<file path="config.mk">
export PLATFORM = sky130hd
export DESIGN_NAME = axi_rd_arbiter
export DESIGN_NICKNAME = d
export VERILOG_FILES = /design/src/rtl/axi_ic_pkg.sv /design/src/rtl/rd_rr_picker.sv /design/src/rtl/axi_rd_arbiter.sv
export SDC_FILE = /design/constraint.sdc
export NUM_CORES = 1
export LEC_CHECK = 0
export CAP_MARGIN = 0
export CORE_MARGIN = 1.5
export CORE_UTILIZATION = 34
export CTS_CLUSTER_DIAMETER = 150
export DETAILED_ROUTE_END_ITERATION = 6
export GPL_TIMING_DRIVEN = 0
export PLACE_DENSITY = 0.64
export SLEW_MARGIN = 5
export SYNTH_ARGS = -nofsm -noshare
export SYNTH_HDL_FRONTEND = slang
export SYNTH_SLANG_ARGS = --single-unit
</file>
<file path="constraint.sdc">
create_clock -name sys_clk -period 5.1 [get_ports sys_clk]
set_input_delay 0.51 -clock sys_clk [delete_from_list [all_inputs] [get_ports sys_clk]]
set_output_delay 0.51 -clock sys_clk [all_outputs]
set_load 0.03 [all_outputs]
</file>
<file path="src/rtl/axi_ic_pkg.sv">
// Shared types and constants for the AXI interconnect arbiters.
package axi_ic_pkg;

    localparam int NUM_M = 3;

    typedef enum logic [1:0] {
        ST_IDLE = 2'd0,
        ST_ADDR = 2'd1,
        ST_DATA = 2'd2
    } rd_state_e;

    localparam logic [NUM_M-1:0] GNT_NONE = 3'b000;
    localparam logic [NUM_M-1:0] GNT_M0   = 3'b001;
    localparam logic [NUM_M-1:0] GNT_M1   = 3'b010;
    localparam logic [NUM_M-1:0] GNT_M2   = 3'b100;

    function automatic logic [NUM_M-1:0] idx2oh(input logic [1:0] idx);
        case (idx)
            2'd0:    idx2oh = GNT_M0;
            2'd1:    idx2oh = GNT_M1;
            2'd2:    idx2oh = GNT_M2;
            default: idx2oh = GNT_NONE;
        endcase
    endfunction

endpackage

</file>
<file path="src/rtl/rd_rr_picker.sv">
// Combinational round-robin picker: first requester scanning cyclically after last_owner.
module rd_rr_picker
    import axi_ic_pkg::*;
(
    input  logic [NUM_M-1:0] req,
    input  logic [1:0]       last_owner,
    output logic [NUM_M-1:0] gnt,
    output logic [1:0]       idx,
    output logic             any_req
);

    logic [2:0] cand;
    logic       found;

    always_comb begin
        gnt     = GNT_NONE;
        idx     = last_owner;
        any_req = |req;
        found   = 1'b0;
        cand    = '0;
        for (int i = 1; i <= NUM_M; i++) begin
            cand = {1'b0, last_owner} + 3'(i);
            if (cand >= 3'(NUM_M)) begin
                cand = cand - 3'(NUM_M);
            end
            if (!found && req[cand[1:0]]) begin
                found = 1'b1;
                idx   = cand[1:0];
            end
        end
        if (found) begin
            gnt = idx2oh(idx);
        end
    end

endmodule

</file>
<file path="src/rtl/axi_rd_arbiter.sv">
// Round-robin read-channel arbiter: one grant per AR..last-R transaction, with stall watchdog.
module axi_rd_arbiter
    import axi_ic_pkg::*;
#(
    parameter int TO_W     = 8,
    parameter int TO_LIMIT = 255
) (
    input  logic             sys_clk,
    input  logic             sys_rst,
    input  logic             rd_req_0,
    input  logic             rd_req_1,
    input  logic             rd_req_2,
    input  logic             s_arvalid,
    input  logic             m_arready,
    input  logic             m_rvalid,
    input  logic             s_rready,
    input  logic             rd_state_refre,
    output logic [NUM_M-1:0] rd_grant,
    output logic             rd_busy,
    output logic             rd_timeout,
    output logic [1:0]       rd_last_owner
);

    // state   | meaning
    // IDLE    | no owner; arbitrate among requests
    // ADDR    | owner granted, waiting for AR handshake
    // DATA    | AR accepted, streaming R beats until refre

    rd_state_e        state;
    logic [TO_W-1:0]  wd_cnt;
    logic [TO_W-1:0]  wd_inc;
    logic             wd_expire;
    logic [NUM_M-1:0] req_vec;
    logic [NUM_M-1:0] pick_gnt;
    logic [1:0]       pick_idx;
    logic             pick_any;
    logic             owner_req;
    logic             ar_hs;
    logic             r_hs;

    assign req_vec   = {rd_req_2, rd_req_1, rd_req_0};
    assign owner_req = |(req_vec & rd_grant);
    assign ar_hs     = s_arvalid && m_arready;
    assign r_hs      = m_rvalid && s_rready;
    assign wd_inc    = (wd_cnt == '1) ? wd_cnt : wd_cnt + 1'b1;
    // Expiry fires on the TO_LIMIT-th consecutive stalled cycle.
    assign wd_expire = (TO_LIMIT != 0) && (wd_inc == TO_W'(TO_LIMIT));

    rd_rr_picker u_picker (
        .req        (req_vec),
        .last_owner (rd_last_owner),
        .gnt        (pick_gnt),
        .idx        (pick_idx),
        .any_req    (pick_any)
    );

    always_ff @(posedge sys_clk or posedge sys_rst) begin
        if (sys_rst) begin
            state         <= ST_IDLE;
            rd_grant      <= GNT_NONE;
            rd_busy       <= 1'b0;
            rd_timeout    <= 1'b0;
            rd_last_owner <= 2'd2;
            wd_cnt        <= '0;
        end else begin
            rd_timeout <= 1'b0;
            case (state)
                ST_IDLE: begin
                    if (pick_any) begin
                        state         <= ST_ADDR;
                        rd_grant      <= pick_gnt;
                        rd_last_owner <= pick_idx;
                        rd_busy       <= 1'b1;
                        wd_cnt        <= '0;
                    end
                end
                ST_ADDR: begin
                    if (ar_hs) begin
                        state  <= ST_DATA;
                        wd_cnt <= '0;
                    end else if (!owner_req || wd_expire) begin
                        state      <= ST_IDLE;
                        rd_grant   <= GNT_NONE;
                        rd_busy    <= 1'b0;
                        rd_timeout <= owner_req;
                        wd_cnt     <= '0;
                    end else begin
                        wd_cnt <= wd_inc;
                    end
                end
                ST_DATA: begin
                    if (rd_state_refre) begin
                        state    <= ST_IDLE;
                        rd_grant <= GNT_NONE;
                        rd_busy  <= 1'b0;
                        wd_cnt   <= '0;
                    end else if (r_hs) begin
                        wd_cnt <= '0;
                    end else if (wd_expire) begin
                        state      <= ST_IDLE;
                        rd_grant   <= GNT_NONE;
                        rd_busy    <= 1'b0;
                        rd_timeout <= 1'b1;
                        wd_cnt     <= '0;
                    end else begin
                        wd_cnt <= wd_inc;
                    end
                end
                default: begin
                    state    <= ST_IDLE;
                    rd_grant <= GNT_NONE;
                    rd_busy  <= 1'b0;
                    wd_cnt   <= '0;
                end
            endcase
        end
    end

    a_grant_onehot0: assert property (@(posedge sys_clk) disable iff (sys_rst)
        $onehot0(rd_grant));
    a_grant_idle: assert property (@(posedge sys_clk) disable iff (sys_rst)
        ((rd_grant == GNT_NONE) == (state == ST_IDLE)));

endmodule
</file>
==> flow_summary_export.csv, run 1 <==
group,metric,value,unit
clocking,cts_made_buffers,3,
yosys,ys_area,0.00130,mm2
grt,grt_max_degree,18,
grt,grt_pass1_wl,5350,um
final_timing,setup_viol,0,
finish,nets,185,
worst_setup_path,worstSetupPathDepth,8,
clocking,clock_sinks,17,
power_and_ir_drop,p_switching,0.302,mW
yosys,compound_area_share,27.9,%
grt,grt_busiest_layer,"met2",
min_path,min_path_type,"flip-flop to flip-flop",
die,die.size.y,64.7,um
worst_setup_path,rr_worst_depth,8,
clocking,cts.htree.levels,1,
run,cap_violations,0,
placed_design,dp_hpwl,2350,um
die,fp_util,35.4,%
die,std_cell_rows,22,
run,tool_warnings,31,
clocking,cts_tree,"yes",
yosys,netlist_area,0.00130,mm2
yosys,avgSynthCellArea,8.64,um2
yosys,mux_share,4.44,%
power_and_ir_drop,power_density,443,mW/mm2
worst_setup_path,crit_path_start_kind,"flip-flop",
detailed_routing,firstDrtPassIters,4,
placed_design,dp.cells,211,
die,core-area,0.00366,mm2
run_status,status,"complete, no violations",
worst_setup_path,endpoint,"rd_grant[2]",
final_timing,finalClockPeriodUsage,52.0,%
yosys,ys.flop_type,"dfrtp_1",
yosys,area_leaders,"dfrtp_1, ha_1, nand3_1, nand2_1, a21oi_1",
clocking,clk_pin_slew_worst_paths,70,ps
yosys,postSynthCellCount,150,
worst_setup_path,critPathMaxStageDelay,530,ps
worst_setup_path,path_cells,"inv_1, ha_1, clkbuf_1, inv_1, a211oi_1, o22ai_1, a221o_1, o31ai_1",
yosys,enable_flop_cells,0,
grt,use_met2,28.7,%
yosys,synth_seq_share,32.9,%
yosys,synthSimpleGateAreaFrac,22.1,%
die,die_w,64.7,um
clocking,clk-insertion-delay-late,260,ps
yosys,ys.warnings.count,0,
worst_setup_path,critPathLaunch,"rd_last_owner[0]",
grt,first_global_vias,1178,
power_and_ir_drop,peakVddDrop,0.371,mV
detailed_routing,route.detailed.drc,0,
placed_design,numPortBuffers,13,
final_timing,fin_skew,6.61,ps
clocking,cts-root-buf,"clkbuf_8",
-- run 1: state kept, by name, indices dropped and copies added, names as in the netlist --
name and cells:
wd_cnt 8, rd_grant 3, rd_last_owner 2, state 2
rd_busy 1, rd_timeout 1
-- run 1: cell families (layout without fill, tap and decap cells) --
group / count (synthesis) / count (layout)
AOI/OAI and AO/OA: 48 / 48
adders and majority gates: 7 / 7
and+or+nand+nor: 56 / 56
muxes: 5 / 5
DFF: 17 / 17
buffers and inverters: 16 / 33
xor gates and xnor gates: 1 / 1
-- run 1: cells in the final DEF, fill, tap and decap left out, types with 5 or more instances in the layout --
| master | instances |
|---|---|
| dfrtp_1 | 16 |
| ha_1 | 7 |
| nor2_1 | 9 |
| nand2_1 | 14 |
| nand2b_1 | 5 |
| a21oi_1 | 10 |
| inv_1 | 8 |
| clkbuf_1 | 7 |
| nand3_1 | 13 |
| clkdlybuf4s50_1 | 13 |
-- run 1: metal layers --
layer  wire, um  share of wire (%)
met4         31                1.0
met1       1370                 44
met2       1590                 51
met5          0                  0
met3        117                3.8
-- run 1: synthesized netlist by cell type (2+ instances only) --
library cell	number
inv_1	8
and3_1	3
o211ai_1	4
o311ai_1	2
ha_1	7
dfrtp_1	16
nand4_1	3
a2111o_1	2
a21oi_1	10
o31ai_1	4
nor2_1	9
mux2i_1	2
nand2b_1	5
a31oi_1	2
o21ai_1	2
a211o_1	2
clkbuf_1	7
o21ai_0	2
o2111ai_1	2
nand2_1	14
nor3_1	3
a22o_1	3
nand3_1	13
-- run 1: power groups by stage --
stage	clock network, mW	logic (mW)	registers (mW)
global route	0.114	0.425	0.198
detailed placement	0	0.378	0.195
global placement	0	0.367	0.194
floorplan	0	0.251	0.222
CTS	0.108	0.380	0.194
finish	0.105	0.381	0.194
-- run 1: layout make-up --
type,count,area (um2),area share [%]
inverter,8,30.0,1.96
clock inverter,1,7.51,0.489
clock buffer,3,41.3,2.69
buffer,8,37.5,2.44
timing repair buffer,13,130,8.48
sequential,17,427,27.8
multi-input combinational,117,802,52.2
tap,48,60.1,3.91
-- run 1: worst min path at each step --
stage / from / to / slack (ps) / cells after the start
final: rd_last_owner[1] / rd_last_owner[1] / 510 / 2
after global routing: rd_last_owner[1] / rd_last_owner[1] / 530 / 2
after CTS: rd_last_owner[1] / rd_last_owner[1] / 510 / 2
after detailed placement: rd_last_owner[1] / rd_last_owner[1] / 500 / 2
after global placement: rd_last_owner[1] / rd_last_owner[1] / 490 / 2
after floorplan: sys_rst / rd_busy / 440 / 1
-- run 1: worst reg2reg max path: cells and delay by family (launching register included) --
family	cells	cell delay, ps
AND-OR/OR-AND	4	1120
adder cells (fa/ha/maj)	1	300
buffers and inverters	3	600
flip-flops	1	530
-- run 1: through the flow --
stage / worst slack [ps] / area (um2) / hold WS (ps) / power (mW) / util (%)
after floorplan: 2620 / 1300 / 435 / 0.473 / -
after global placement: 2520 / 1490 / 487 / 0.561 / 40.6
after detailed placement: 2480 / 1490 / 500 / 0.573 / 40.6
after CTS: 2480 / 1540 / 509 / 0.681 / 41.9
after global routing: 2180 / 1540 / 527 / 0.737 / 41.9
final: 2450 / 1540 / 507 / 0.680 / 41.9
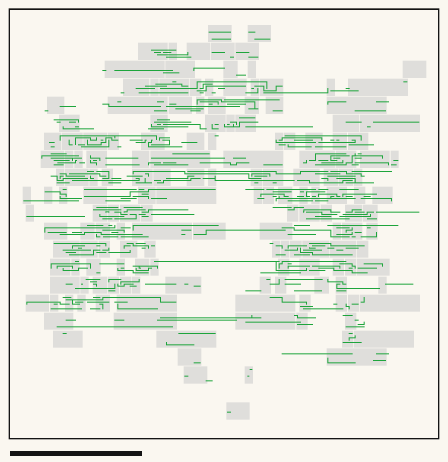
Figure 1: run 1, signal wires on met1.
Bar = 20 um.
The longest straight run is 18.9 um. The layer carries 1370 um of wire. The wires run mostly horizontal. The layer holds 44% of the routed length.
met1 GRT Util: 18.7%
routed vias: 1231
final WL: 3110 um

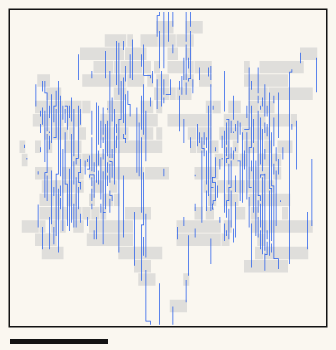
Figure 2: run 1, metal 2.
Bar = 20 um.
The longest straight run is 39.3 um. 160 nets have wire on it. The layer carries 1590 um of wire. The wires run mostly vertical. The layer holds 51% of the routed length.

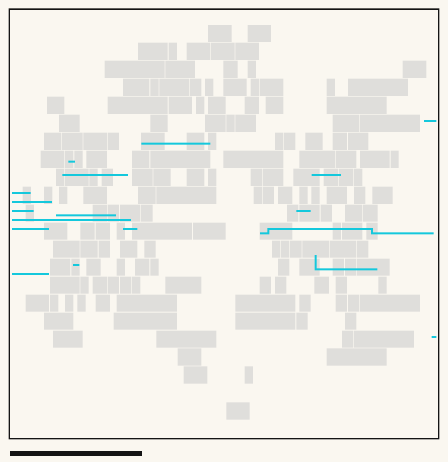
Figure 3: run 1, signal wires on met3.
Bar = 20 um.
The longest straight run is 17.7 um. 16 nets have wire on it.
M3 GR Usage: 3.82%

Figure 4. Pin map (run 1).
Bar = 20 um. Pins as bars across the die edge, other pins in grey.
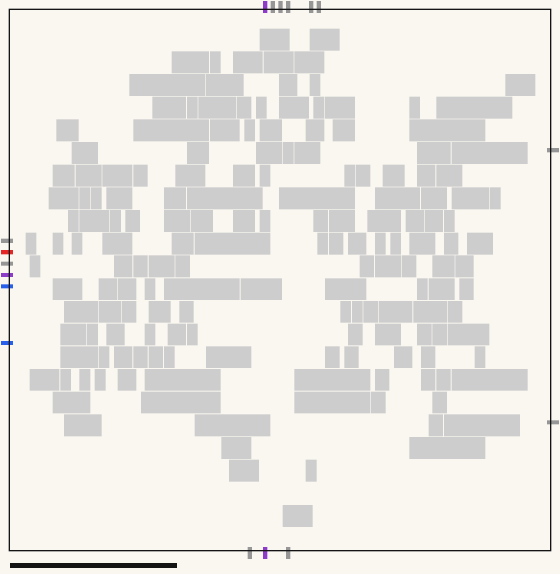

==> run 1 -> run 2 <==
--- a/config.mk
+++ b/config.mk
@@ -11,7 +11,7 @@
 export CTS_CLUSTER_DIAMETER = 150
 export DETAILED_ROUTE_END_ITERATION = 6
 export GPL_TIMING_DRIVEN = 0
-export PLACE_DENSITY = 0.64
+export PLACE_DENSITY = 0.66
 export SLEW_MARGIN = 5
 export SYNTH_ARGS = -nofsm -noshare
 export SYNTH_HDL_FRONTEND = slang
==> constraint.sdc (replaced) <==
create_clock -name sys_clk -period 2.4 [get_ports sys_clk]
set_input_delay 0.24 -clock sys_clk [delete_from_list [all_inputs] [get_ports sys_clk]]
set_output_delay 0.24 -clock sys_clk [all_outputs]
set_load 0.03 [all_outputs]
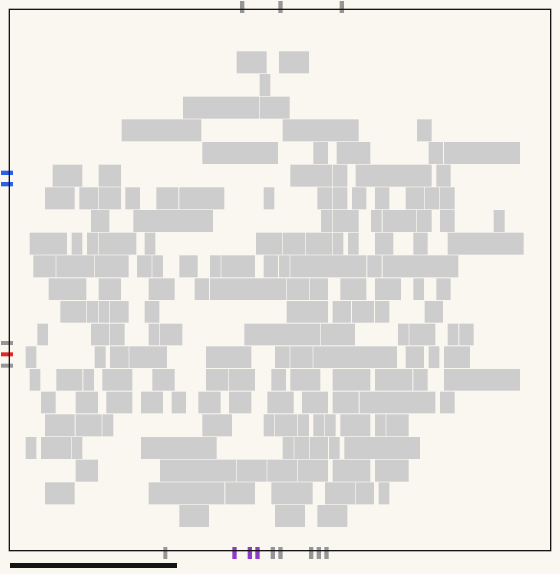
Figure 5: run 2, pin map.
Bar = 20 um. Pins as bars across the die edge, other pins in grey.
Key: purple = rd_grant [pins 3, direction output, edge south]; red = rd_req_1 [pins 1, direction input, edge west]; blue = rd_last_owner [pins 2, direction output, edge west]
All pins by edge: 9 south, 5 west, 3 north.
die height: 64.7 um
IO Port Bufs: 13
Die Width: 64.7 um

==> flow_summary_export.csv, run 2 <==
group,metric,value,unit
worst_setup_path,critPathMaxStageDelay,430,ps
placed_design,dp_hpwl,2390,um
worst_setup_path,path_cells,"ha_4, and4_4, buf_6, a211o_1, a2111oi_4, a22o_1, mux2_1",
clocking,clock_sinks,17,
die,fp_util,35.4,%
placed_design,dp.cells,211,
detailed_routing,firstDrtPassIters,5,
die,core-area,0.00366,mm2
detailed_routing,drt-total-wl,3340,um
yosys,synth_seq_share,32.9,%
grt,grt_pass1_wl,5360,um
final_timing,setup_viol,0,
yosys,enable_flop_cells,0,
min_path,min_path_type,"input port to async pin",
power_and_ir_drop,p_switching,0.685,mW
yosys,ys_area,0.00130,mm2
yosys,ys_top_cells_by_count,"dfrtp_1, nand2_1, nand3_1",
yosys,area_leaders,"dfrtp_1, ha_1, nand3_1, nand2_1, a21oi_1",
final_timing,fin_skew,5.68,ps
finish,lay_top_count,"dfrtp_1",
finish,area_delta_synth_final,26.5,%
run,cap_violations,0,
final_timing,period_minus_slack,2360,ps
yosys,compound_area_share,27.9,%
worst_setup_path,worstReg2RegEnd,"state[0]",
finish,largest_reg_flops,8,
placed_design,gp_congestion,0.852,
detailed_routing,vias,1304,
worst_setup_path,critPathLaunch,"wd_cnt[1]",
placed_design,dp_slack,-187,ps
yosys,synthSimpleGateAreaFrac,22.1,%
power_and_ir_drop,peakVddDrop,0.608,mV
final_timing,finalClockPeriodUsage,98.2,%
yosys,postSynthCellCount,150,
yosys,ys.warnings.count,0,
clocking,cts_tree,"yes",
clocking,clk-insertion-delay-late,260,ps
run_status,status,"complete, no violations",
clocking,cts-root-buf,"clkbuf_8",
die,std_cell_rows,22,
yosys,avgSynthCellArea,8.64,um2
yosys,netlist_area,0.00130,mm2
yosys,post-synth-top-count-cell,"dfrtp_1",
finish,reg_top3,"wd_cnt (8), rd_grant (3)",
detailed_routing,route.detailed.drc,0,
power_and_ir_drop,sequentialPowerShare,24.9,%
run,tool_warnings,31,
yosys,ys_async_sr_fraction,100,%
clocking,cts.htree.levels,1,
worst_setup_path,crit_path_start_kind,"flip-flop",
grt,grt_max_degree,18,
finish,final_cell_mix,"dfrtp_1, nand2_1, nand3_1, clkdlybuf4s50_1, a21oi_1",
finish,regMostFlops,"wd_cnt",
finish,nets,192,
yosys,synth-xor-area-share,0.676,%
clocking,cts_made_buffers,3,
power_and_ir_drop,power_density,958,mW/mm2
final_timing,setup_ws,43.2,ps
worst_setup_path,worstSetupPathDepth,7,
worst_setup_path,rr_worst_depth,7,
clocking,clk_pin_slew_worst_paths,70,ps
worst_setup_path,endpoint,"state[0]",
[run 2: cell counts after synthesis]
No cell type changed its count.
[run 2: timing repair]
action | 4_1_cts | 5_1_grt
resized | 6 | 9
endpoints found under the setup margin | 10 | 7
pin swaps | 0 | 4
endpoints found under the hold margin | 0 | 0
buffers inserted | 1 | 6
[run 2: per-stage QoR]
step                      utilization, %  TNS [ps]  cell area [um2]  power (mW)  hold WS [ps]
after floorplan                        -         0             1300        1.01           165
after global placement              40.7      -438             1490        1.20           492
after detailed placement            40.7      -684             1490        1.23           501
after CTS                           42.9         0             1570        1.48           403
after global routing                44.8     -5.24             1640        1.68           440
final                               44.8         0             1640        1.57           370
[run 2: kinds of logic (layout without fill, tap and decap cells)]
group,count (synthesis),after routing
AND/OR/NAND/NOR,56,56
AND-OR/OR-AND,48,48
flip-flops,17,17
buffers and inverters,16,40
adder cells (fa/ha/maj),7,7
multiplexers,5,5
XOR/XNOR,1,1
[run 2: routing by layer]
layer	share of wire, %	vias up	track usage, %
met5	0	-	0
met4	1.8	0	8.24
met3	2.2	5	1.56
met2	53	29	30.8
met1	43	651	17.5
li1	-	619	-
[run 2: power by group through the flow]
stage	registers (mW)	clock network [mW]	logic [mW]
after global routing	0.397	0.239	1.04
after detailed placement	0.417	0	0.812
after floorplan	0.473	0	0.539
final	0.392	0.225	0.954
after CTS	0.410	0.230	0.835
after global placement	0.414	0	0.786
[run 2: final cells by class]
type | instances | area (um2)
multi-input combinational | 117 | 851
clock inverter | 1 | 5.00
sequential | 17 | 428
buffer | 8 | 42.5
clock buffer | 3 | 41.3
fill | 368 | 2020
timing repair buffer | 20 | 183
inverter | 8 | 30.0
tap | 48 | 60.1
[run 2: worst min path at each step]
stage	start	to	slack (ps)
floorplan	sys_rst	rd_busy	170
global placement	rd_last_owner[1]	rd_last_owner[1]	490
detailed placement	rd_last_owner[1]	rd_last_owner[1]	500
CTS	sys_rst	rd_busy	400
global route	sys_rst	rd_busy	440
finish	sys_rst	rd_busy	370
Figure 6. Metal 2 (run 2).
Bar = 20 um.
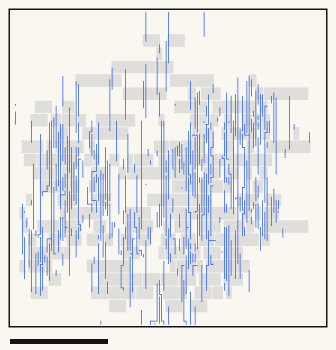

==> run 2 -> run 3 <==
--- a/config.mk
+++ b/config.mk
@@ -6,13 +6,14 @@
 export NUM_CORES = 1
 export LEC_CHECK = 0
 export CAP_MARGIN = 0
-export CORE_MARGIN = 1.5
 export CORE_UTILIZATION = 34
 export CTS_CLUSTER_DIAMETER = 150
 export DETAILED_ROUTE_END_ITERATION = 6
 export GPL_TIMING_DRIVEN = 0
-export PLACE_DENSITY = 0.66
+export PLACE_DENSITY = 0.65
+export SKIP_CTS_REPAIR_TIMING = 1
 export SLEW_MARGIN = 5
 export SYNTH_ARGS = -nofsm -noshare
 export SYNTH_HDL_FRONTEND = slang
+export SYNTH_HIERARCHICAL = 1
 export SYNTH_SLANG_ARGS = --single-unit
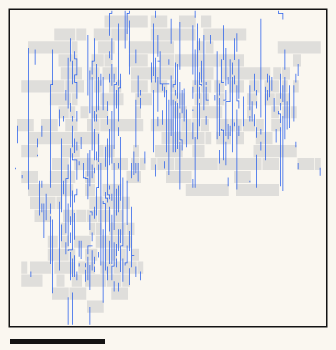
Figure 7: run 3, metal 2.
Bar = 20 um.
The layer carries 1480 um of wire. The layer holds 47% of the routed length. 156 nets have wire on it. The wires run mostly vertical. The longest straight run is 29.6 um.

==> flow_summary_export.csv, run 3 <==
group,metric,value,unit
run_status,status,"finished with violations",
run_status,violations,"design-rule violations",
finish,final_area,0.00172,mm2
run,cap_violations,0,
yosys,area_leaders,"dfrtp_1, ha_1, a21oi_1, nand2_1, mux2_2",
yosys,ys_area,0.00141,mm2
grt,grt_busiest_layer,"met2",
power_and_ir_drop,sequentialPowerShare,24.3,%
final_timing,setup_viol,0,
grt,met3_usage,3.79,%
die,std_cell_rows,23,
min_path,min_path_type,"input port to async pin",
yosys,avgSynthCellArea,9.02,um2
final_timing,hold_ws,388,ps
yosys,synthSimpleGateAreaFrac,23.5,%
finish,fillers,402,
yosys,compound_area_share,25.6,%
finish,regMostFlops,"wd_cnt",
detailed_routing,route.detailed.drc,2,
placed_design,gp_congestion,0.815,
power_and_ir_drop,power_density,1000,mW/mm2
die,core-area,0.00400,mm2
yosys,synth-xor-area-share,0,%
placed_design,dp_hpwl,2240,um
clocking,cts-root-buf,"clkbuf_8",
finish,nets,196,
clocking,clock_sinks,17,
placed_design,place_area,0.00163,mm2
yosys,synth_seq_share,30.3,%
worst_setup_path,crit_path_start_kind,"flip-flop",
yosys,postSynthCellCount,156,
run,tool_warnings,33,
detailed_routing,drt-total-wl,3180,um
final_timing,period_minus_slack,2390,ps
final_timing,finalClockPeriodUsage,99.5,%
worst_setup_path,critPathMaxStageDelay,590,ps
detailed_routing,firstDrtPassIters,6,
clocking,clk-insertion-delay-late,250,ps
clocking,cts_made_buffers,3,
finish,reg_top3,"wd_cnt (8), rd_grant (3)",
yosys,ys.warnings.count,6,
clocking,clk_pin_slew_worst_paths,70,ps
placed_design,dp.cells,222,
final_timing,fin_skew,4.40,ps
yosys,ys_top_cells_by_count,"a21oi_1, dfrtp_1, nand2_1",
run 3: cell count changes after synthesis, moves of 3 or more:
cell	before	now
clkbuf_1	7	1
and2_1	0	4
o211ai_1	4	0
nor3_1	3	0
nand3_1	13	3
mux2_2	1	5
a21oi_1	10	16
inv_1	8	11
o31ai_1	4	1
o21ai_0	2	5
nor2_1	9	5
run 3: final timing paths:
path	slack [ps]	start	to	cells after the start
worst max-delay path	10	rd_last_owner[1]	rd_grant[1]	8
worst min register to register	510	rd_busy	rd_busy	1
worst max register to register	10	rd_last_owner[1]	rd_grant[1]	8
max in group asynchronous	1530	sys_rst	rd_last_owner[0]	2
min in group sys_clk	510	rd_busy	rd_busy	1
worst min-delay path	390	sys_rst	wd_cnt[7]	2
run 3: worst reg2reg max path, cell delays in order (launching register included):
cell	delay, ps
dfstp_2	590
inv_1	80
ha_1	280
buf_2	190
or4_1	520
a32o_1	290
a211oi_2	160
nand2_1	70
mux2i_1	120
run 3: final cells by class:
type | instances | area [um2] | area share (%)
inverter | 12 | 45.0 | 2.63
tap | 50 | 62.6 | 3.65
sequential | 17 | 430 | 25.1
timing repair buffer | 17 | 168 | 9.77
clock buffer | 4 | 45.0 | 2.63
multi-input combinational | 123 | 946 | 55.1
buffer | 4 | 18.8 | 1.09
run 3: logic make-up (layout without fill, tap and decap cells):
logic type / after synthesis / count (layout)
AND/OR/NAND/NOR: 55 / 55
AND-OR/OR-AND: 49 / 49
flip-flops: 17 / 17
buffers and inverters: 16 / 37
multiplexers: 11 / 11
adder cells (fa/ha/maj): 8 / 8
run 3: metrics by stage:
| stage | setup TNS (ps) | total power, mW | utilization (%) | worst slack, ps |
|---|---|---|---|---|
| 5_1_grt | -142 | 1.84 | 42.9 | -71.6 |
| 6_report | 0 | 1.72 | 42.9 | 12.5 |
| 2_1_floorplan | 0 | 1.22 | - | 31.9 |
| 3_3_place_gp | -389 | 1.46 | 40.8 | -124 |
| 4_1_cts | -33.6 | 1.69 | 41.9 | -31.8 |
| 3_5_place_dp | -556 | 1.46 | 40.8 | -190 |
run 3: per-layer routing:
metal,part of all wire (%),vias to the layer above,routed length [um]
li1,-,636,-
met1,50,604,1580
met5,0,-,0
met2,47,21,1480
met4,0.31,0,10
met3,3.2,2,102
run 3: power by group through the flow:
stage	Clock (mW)	Combinational [mW]	Sequential, mW
6_report	0.212	1.09	0.416
3_5_place_dp	0	1.05	0.417
3_3_place_gp	0	1.04	0.419
5_1_grt	0.233	1.18	0.428
2_1_floorplan	0	0.749	0.467
4_1_cts	0.223	1.05	0.412
Power is estimated from default activity; no workload was simulated.
